Figure 1. Routing congestion.
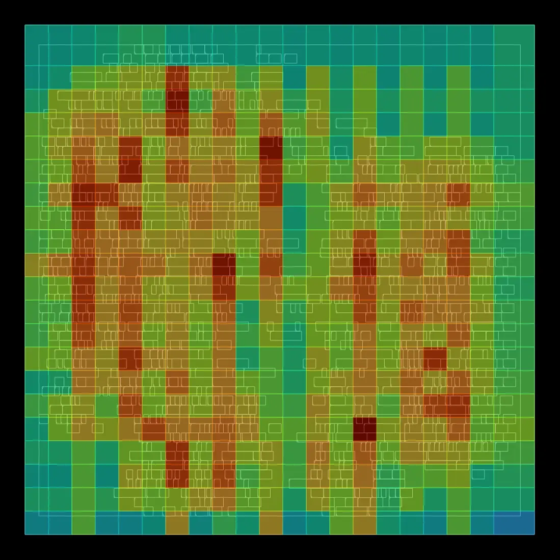
Figure 2. Port wiring.
The bar under the picture is 50 um long.
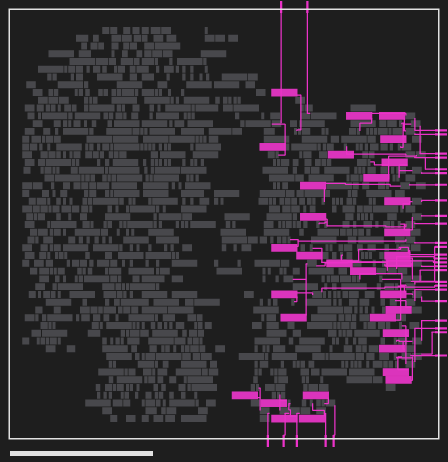
Figure 3. Sequential cells coloured by netlist name.
Other sequential cells in the stronger grey, the rest of the logic in the fainter grey.
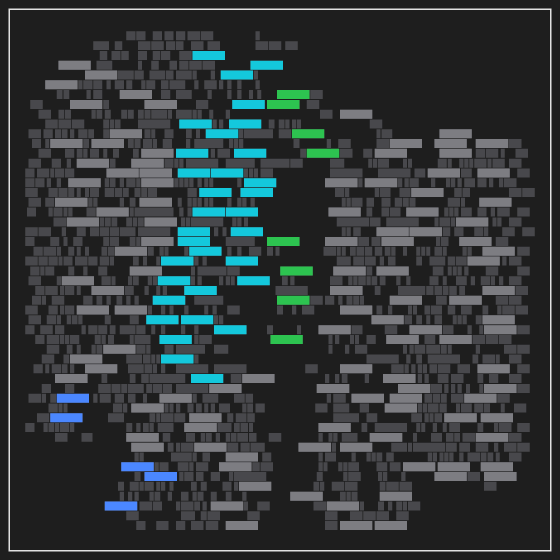
`config.mk`:
```
export PLATFORM = sky130hd
export DESIGN_NAME = mem_stage_flat
export DESIGN_NICKNAME = d
export VERILOG_FILES = /design/src/rtl/mem_stage_if.sv /design/src/rtl/mem_stage.sv /design/src/flat_wrapper.sv
export SDC_FILE = /design/constraint.sdc
export NUM_CORES = 1
export LEC_CHECK = 0
export CORE_MARGIN = 4
export CORE_UTILIZATION = 41
export DETAILED_ROUTE_END_ITERATION = 16
export PLACE_DENSITY = 0.77
export SETUP_SLACK_MARGIN = 0.3
export SYNTH_ARGS = -nofsm -noshare
export SYNTH_HDL_FRONTEND = slang
export SYNTH_SLANG_ARGS = --single-unit
```
`constraint.sdc`:
```
create_clock -name clk -period 7.07 [get_ports clk]
set_input_delay 1.414 -clock clk [delete_from_list [all_inputs] [get_ports clk]]
set_output_delay 1.414 -clock clk [all_outputs]
set_load 0.1 [all_outputs]
```
`src/rtl/mem_stage_if.sv`:
```
// Memory-controller byte bus between the MEM stage (master) and the controller (slave).
// Also provides the shared operation-code macros (`OpLen, `LB ... `SW) used by mem_stage.

`ifndef MEM_STAGE_OPS
`define MEM_STAGE_OPS
`define OpLen 4
`define OP_NOP 4'd0
`define LB     4'd1
`define LH     4'd2
`define LW     4'd3
`define LBU    4'd4
`define LHU    4'd5
`define SB     4'd6
`define SH     4'd7
`define SW     4'd8
`endif

interface mem_stage_if #(
    parameter int unsigned ADDR_W = 32
);
    logic              mc_req;
    logic              mc_we;
    logic [ADDR_W-1:0] mc_addr;
    logic [7:0]        mc_wdata;
    logic              mc_ack;
    logic [7:0]        mc_rdata;

    modport master (
        output mc_req,
        output mc_we,
        output mc_addr,
        output mc_wdata,
        input  mc_ack,
        input  mc_rdata
    );

    modport slave (
        input  mc_req,
        input  mc_we,
        input  mc_addr,
        input  mc_wdata,
        output mc_ack,
        output mc_rdata
    );
endinterface

```
`src/rtl/mem_stage.sv`:
```
// MEM pipeline stage: non-memory ops pass through to MEM/WB; loads/stores are run as
// little-endian byte-serial transfers on the memory-controller port while stalling upstream.
// Optional feature macro: MEM_MISALIGN_TRAP_EN (flag misaligned half/word accesses instead of
// performing them).

module mem_stage #(
    parameter int unsigned ADDR_W = 32,
    parameter int unsigned DATA_W = 32
) (
    input  logic              clk,
    input  logic              rst,
    input  logic              rdy,
    input  logic [DATA_W-1:0] rd_data_i,
    input  logic [4:0]        rd_addr_i,
    input  logic [ADDR_W-1:0] addr_i,
    input  logic [`OpLen-1:0] op_i,
    mem_stage_if.master       mc,
    output logic              mem_stall_o,
    output logic [DATA_W-1:0] wb_rd_data_o,
    output logic [4:0]        wb_rd_addr_o,
    output logic              misalign_o
);

    localparam int unsigned BUF_W = 32;
    localparam int unsigned OP_W  = `OpLen;

    typedef enum logic [1:0] {
        S_IDLE   = 2'd0,
        S_ACCESS = 2'd1,
        S_DONE   = 2'd2
    } state_t;

    state_t             r_state;
    state_t             w_state_nxt;
    logic [1:0]         r_k;
    logic [1:0]         w_k_nxt;
    logic [1:0]         w_k_inc;
    logic               w_last;
    logic               w_start;

    // Decoded view of the incoming op
    logic               w_is_load;
    logic               w_is_store;
    logic [2:0]         w_nbytes;
    logic               w_misalign;

    // Transfer context captured when the access starts
    logic [OP_W-1:0]    r_op;
    logic [ADDR_W-1:0]  r_base;
    logic [DATA_W-1:0]  r_sdata;
    logic [4:0]         r_rd_addr;
    logic [2:0]         r_nbytes;
    logic               r_is_store;
    logic [BUF_W-1:0]   r_buf;
    logic [DATA_W-1:0]  w_result;

    // Registered controller-side outputs
    logic               r_mc_req;
    logic               r_mc_we;
    logic [ADDR_W-1:0]  r_mc_addr;
    logic [7:0]         r_mc_wdata;

    assign mc.mc_req   = r_mc_req;
    assign mc.mc_we    = r_mc_we;
    assign mc.mc_addr  = r_mc_addr;
    assign mc.mc_wdata = r_mc_wdata;

    assign w_k_inc = r_k + 2'd1;
    assign w_last  = ({1'b0, r_k} + 3'd1) == r_nbytes;

    // Classify op_i into load/store and its byte count
    always_comb begin
        w_is_load  = 1'b0;
        w_is_store = 1'b0;
        w_nbytes   = 3'd0;
        case (op_i)
            `LB, `LBU: begin w_is_load  = 1'b1; w_nbytes = 3'd1; end
            `LH, `LHU: begin w_is_load  = 1'b1; w_nbytes = 3'd2; end
            `LW:       begin w_is_load  = 1'b1; w_nbytes = 3'd4; end
            `SB:       begin w_is_store = 1'b1; w_nbytes = 3'd1; end
            `SH:       begin w_is_store = 1'b1; w_nbytes = 3'd2; end
            `SW:       begin w_is_store = 1'b1; w_nbytes = 3'd4; end
            default:   begin w_is_load  = 1'b0; end
        endcase
    end

`ifdef MEM_MISALIGN_TRAP_EN
    // Half-words need an even address, words a 4-byte aligned one
    assign w_misalign = ((w_nbytes == 3'd2) && addr_i[0]) ||
                        ((w_nbytes == 3'd4) && (addr_i[1:0] != 2'b00));
`else
    assign w_misalign = 1'b0;
`endif

    // Sign/zero-extend the assembled load bytes according to the captured op
    always_comb begin
        w_result = '0;
        case (r_op)
            `LB:     w_result = {{(DATA_W-8){r_buf[7]}}, r_buf[7:0]};
            `LH:     w_result = {{(DATA_W-16){r_buf[15]}}, r_buf[15:0]};
            `LBU:    w_result = DATA_W'(r_buf[7:0]);
            `LHU:    w_result = DATA_W'(r_buf[15:0]);
            `LW:     w_result = DATA_W'(r_buf);
            default: w_result = '0;
        endcase
    end

    // State register; everything freezes while rdy is low
    always_ff @(posedge clk or posedge rst) begin
        if (rst) begin
            r_state <= S_IDLE;
            r_k     <= 2'd0;
        end else if (rdy) begin
            r_state <= w_state_nxt;
            r_k     <= w_k_nxt;
        end
    end

    // Next-state and combinational outputs; reset forces every output low
    always_comb begin
        w_state_nxt  = r_state;
        w_k_nxt      = r_k;
        w_start      = 1'b0;
        mem_stall_o  = 1'b0;
        wb_rd_data_o = '0;
        wb_rd_addr_o = 5'd0;
        misalign_o   = 1'b0;
        unique case (r_state)
            S_IDLE: begin
                w_k_nxt = 2'd0;
                if (w_is_load || w_is_store) begin
                    if (w_misalign) begin
                        misalign_o = 1'b1;
                    end else begin
                        w_start     = 1'b1;
                        mem_stall_o = 1'b1;
                        w_state_nxt = S_ACCESS;
                    end
                end else begin
                    wb_rd_data_o = rd_data_i;
                    wb_rd_addr_o = rd_addr_i;
                end
            end
            S_ACCESS: begin
                mem_stall_o = 1'b1;
                if (mc.mc_ack) begin
                    if (w_last) begin
                        w_state_nxt = S_DONE;
                    end else begin
                        w_k_nxt = w_k_inc;
                    end
                end
            end
            S_DONE: begin
                w_state_nxt = S_IDLE;
                w_k_nxt     = 2'd0;
                if (!r_is_store) begin
                    wb_rd_data_o = w_result;
                    wb_rd_addr_o = r_rd_addr;
                end
            end
            default: begin
                w_state_nxt = S_IDLE;
                w_k_nxt     = 2'd0;
            end
        endcase
        if (rst) begin
            mem_stall_o  = 1'b0;
            wb_rd_data_o = '0;
            wb_rd_addr_o = 5'd0;
            misalign_o   = 1'b0;
        end
    end

    // Transfer context, load buffer and the byte request driven to the controller
    always_ff @(posedge clk or posedge rst) begin
        if (rst) begin
            r_op       <= '0;
            r_base     <= '0;
            r_sdata    <= '0;
            r_rd_addr  <= 5'd0;
            r_nbytes   <= 3'd0;
            r_is_store <= 1'b0;
            r_buf      <= '0;
            r_mc_req   <= 1'b0;
            r_mc_we    <= 1'b0;
            r_mc_addr  <= '0;
            r_mc_wdata <= 8'd0;
        end else if (rdy) begin
            if (w_start) begin
                r_op       <= op_i;
                r_base     <= addr_i;
                r_sdata    <= rd_data_i;
                r_rd_addr  <= w_is_store ? 5'd0 : rd_addr_i;
                r_nbytes   <= w_nbytes;
                r_is_store <= w_is_store;
                r_mc_req   <= 1'b1;
                r_mc_we    <= w_is_store;
                r_mc_addr  <= addr_i;
                r_mc_wdata <= rd_data_i[7:0];
            end else if ((r_state == S_ACCESS) && mc.mc_ack) begin
                if (!r_is_store) begin
                    r_buf[{r_k, 3'b000} +: 8] <= mc.mc_rdata;
                end
                if (w_last) begin
                    r_mc_req <= 1'b0;
                    r_mc_we  <= 1'b0;
                end else begin
                    r_mc_addr  <= r_base + ADDR_W'(w_k_inc);
                    r_mc_wdata <= r_sdata[{w_k_inc, 3'b000} +: 8];
                end
            end
        end
    end

endmodule
```
`src/flat_wrapper.sv`:
```
// flat-port wrapper written by rule: the top's interface ports become plain ports
module mem_stage_flat 
#(
    parameter int unsigned ADDR_W = 32,
    parameter int unsigned DATA_W = 32
)
  (clk, rst, rdy, rd_data_i, rd_addr_i, addr_i, op_i, mem_stall_o, wb_rd_data_o, wb_rd_addr_o, misalign_o, mc_mc_req, mc_mc_we, mc_mc_addr, mc_mc_wdata, mc_mc_ack, mc_mc_rdata);
  mem_stage_if #(.ADDR_W(ADDR_W)) mc_i ();
  input  logic clk;
  input  logic rst;
  input  logic rdy;
  input  logic [DATA_W-1:0] rd_data_i;
  input  logic [4:0] rd_addr_i;
  input  logic [ADDR_W-1:0] addr_i;
  input  logic [`OpLen-1:0] op_i;
  output logic mem_stall_o;
  output logic [DATA_W-1:0] wb_rd_data_o;
  output logic [4:0] wb_rd_addr_o;
  output logic misalign_o;
  output wire logic [$bits(mc_i.mc_req)-1:0] mc_mc_req;
  output wire logic [$bits(mc_i.mc_we)-1:0] mc_mc_we;
  output wire logic [$bits(mc_i.mc_addr)-1:0] mc_mc_addr;
  output wire logic [$bits(mc_i.mc_wdata)-1:0] mc_mc_wdata;
  input wire logic [$bits(mc_i.mc_ack)-1:0] mc_mc_ack;
  input wire logic [$bits(mc_i.mc_rdata)-1:0] mc_mc_rdata;
  assign mc_mc_req = mc_i.mc_req;
  assign mc_mc_we = mc_i.mc_we;
  assign mc_mc_addr = mc_i.mc_addr;
  assign mc_mc_wdata = mc_i.mc_wdata;
  assign mc_i.mc_ack = mc_mc_ack;
  assign mc_i.mc_rdata = mc_mc_rdata;
  mem_stage #(.ADDR_W(ADDR_W), .DATA_W(DATA_W)) u_core (.clk(clk), .rst(rst), .rdy(rdy), .rd_data_i(rd_data_i), .rd_addr_i(rd_addr_i), .addr_i(addr_i), .op_i(op_i), .mc(mc_i), .mem_stall_o(mem_stall_o), .wb_rd_data_o(wb_rd_data_o), .wb_rd_addr_o(wb_rd_addr_o), .misalign_o(misalign_o));
endmodule
```
==> run summary <==
run results: status finished, final reports clean, Post-DP Area 9883 um2, Storage cell area 3879 um2, Synth Area in Simple Gates 23.95%, ys async rst share 100.0%, synth-to-layout area growth 26.62%, Hold Path Cell Cnt 2, Die Wd 150.0 um, Reg2Reg Depth 8, Synth top area share 46.93%, Buf/Inv on CP 2, Post-synth regs 155, Root Buffer clkbuf_16, Routed WL per cell 17.17 um, synthesized area 8264 um2, Mux area share 4.724%, Worst EP required 5.66 ns, Clk pwr share 18.5%, antenna cells 0, Hold Crit Class reg2reg, CP endpoint kind primary output, EDFF count, synth 0, DR vias/cell 5.393, Slowest-stage cell, CP clkdlybuf4s50_1, Compound Share, Synth 14.37%, Nets 1158, reg2reg start u_core.r_k[0]$_DFFE_PP0P_, tool warnings 31, Pwr Density 471.3 nW/um2, num rows 51, CP arrival 4.11 ns, Sum Neg Setup Slack 0 ns, CTS tree built, Top Layout Cells 281 x nand2_1, 155 x dfrtp_1, 127 x clkdlybuf4s50_1, Top cell excl fill/tap nand2_1, Sw Share 48.40%
Back to the opening pictures, Figure 1:
global routing usage on met3: 4.300%
met1 Usage GRT: 28.91%

Back to the opening pictures, Figure 2:
Key: `mc_mc_addr` = magenta [bits 32, direction output, edge 25 east, 5 south, 2 north, end cells 32, buffers 32, wire 976 um]
# IOs: 166
number of port buffers: 164

Back to the opening pictures, Figure 3:
Key: `u_core.mc.mc_wdata` = green [placed flops 8]; `u_core.r_sdata` = cyan [placed flops 32]; `u_core.r_rd_addr` = blue [placed flops 5, where south-west]
Another 110 sequential cells are not coloured.

[final cells by class]
class | count | share of cell area, %
well taps | 265 | 3.169
multi-input cells | 681 | 37.50
clock inverters | 15 | 1.483
flip-flops and latches | 155 | 37.07
clock buffers | 17 | 4.066
repair buffers | 171 | 15.31
inverters | 38 | 1.411
[flip-flops by register name (all words and copies together) (netlist names)]
| register | flops |
|---|---|
| u_core.r_state | 2 |
| u_core.r_buf | 32 |
| u_core.r_rd_addr | 5 |
| u_core.r_base | 32 |
| u_core.mc.mc_req | 1 |
| u_core.r_sdata | 32 |
| u_core.r_is_store | 1 |
| u_core.r_nbytes | 3 |
| u_core.mc.mc_we | 1 |
| u_core.r_op | 4 |
| u_core.r_k | 2 |
| u_core.mc.mc_wdata | 8 |
| u_core.mc.mc_addr | 32 |
[power groups by stage]
stage	registers, mW	logic [mW]	clock network (mW)
after floorplan	2.27	1.18	0
after global placement	1.63	2.33	0
after detailed placement	1.65	2.38	0
after CTS	1.64	2.38	0.926
after global routing	1.71	2.57	0.966
final	1.65	2.37	0.913
[through the flow]
stage | util, % | setup WS (ns) | hold slack (ns) | cells
global route | 53.24 | 1.401 | 0.4969 | 1342
CTS | 53.24 | 1.543 | 0.4748 | 1342
floorplan | - | 1.432 | 0.4391 | 932
global placement | 50.29 | 1.611 | 0.4509 | 1310
finish | 53.24 | 1.544 | 0.4747 | 1342
detailed placement | 50.29 | 1.565 | 0.4599 | 1310
[worst min-delay path: stages (launching register included)]
cell and delay, ns:
dfrtp_1 0.35, nand2_1 0.05, nand2_1 0.05
[layer usage]
metal | GRT usage (%) | vias up
li1 | - | 3425
met1 | 28.91 | 3491
met2 | 32.69 | 291
met3 | 4.300 | 30
met4 | 6.359 | 0
met5 | 0 | -
Power figures rest on the tool's default switching activity, not on a simulated workload.
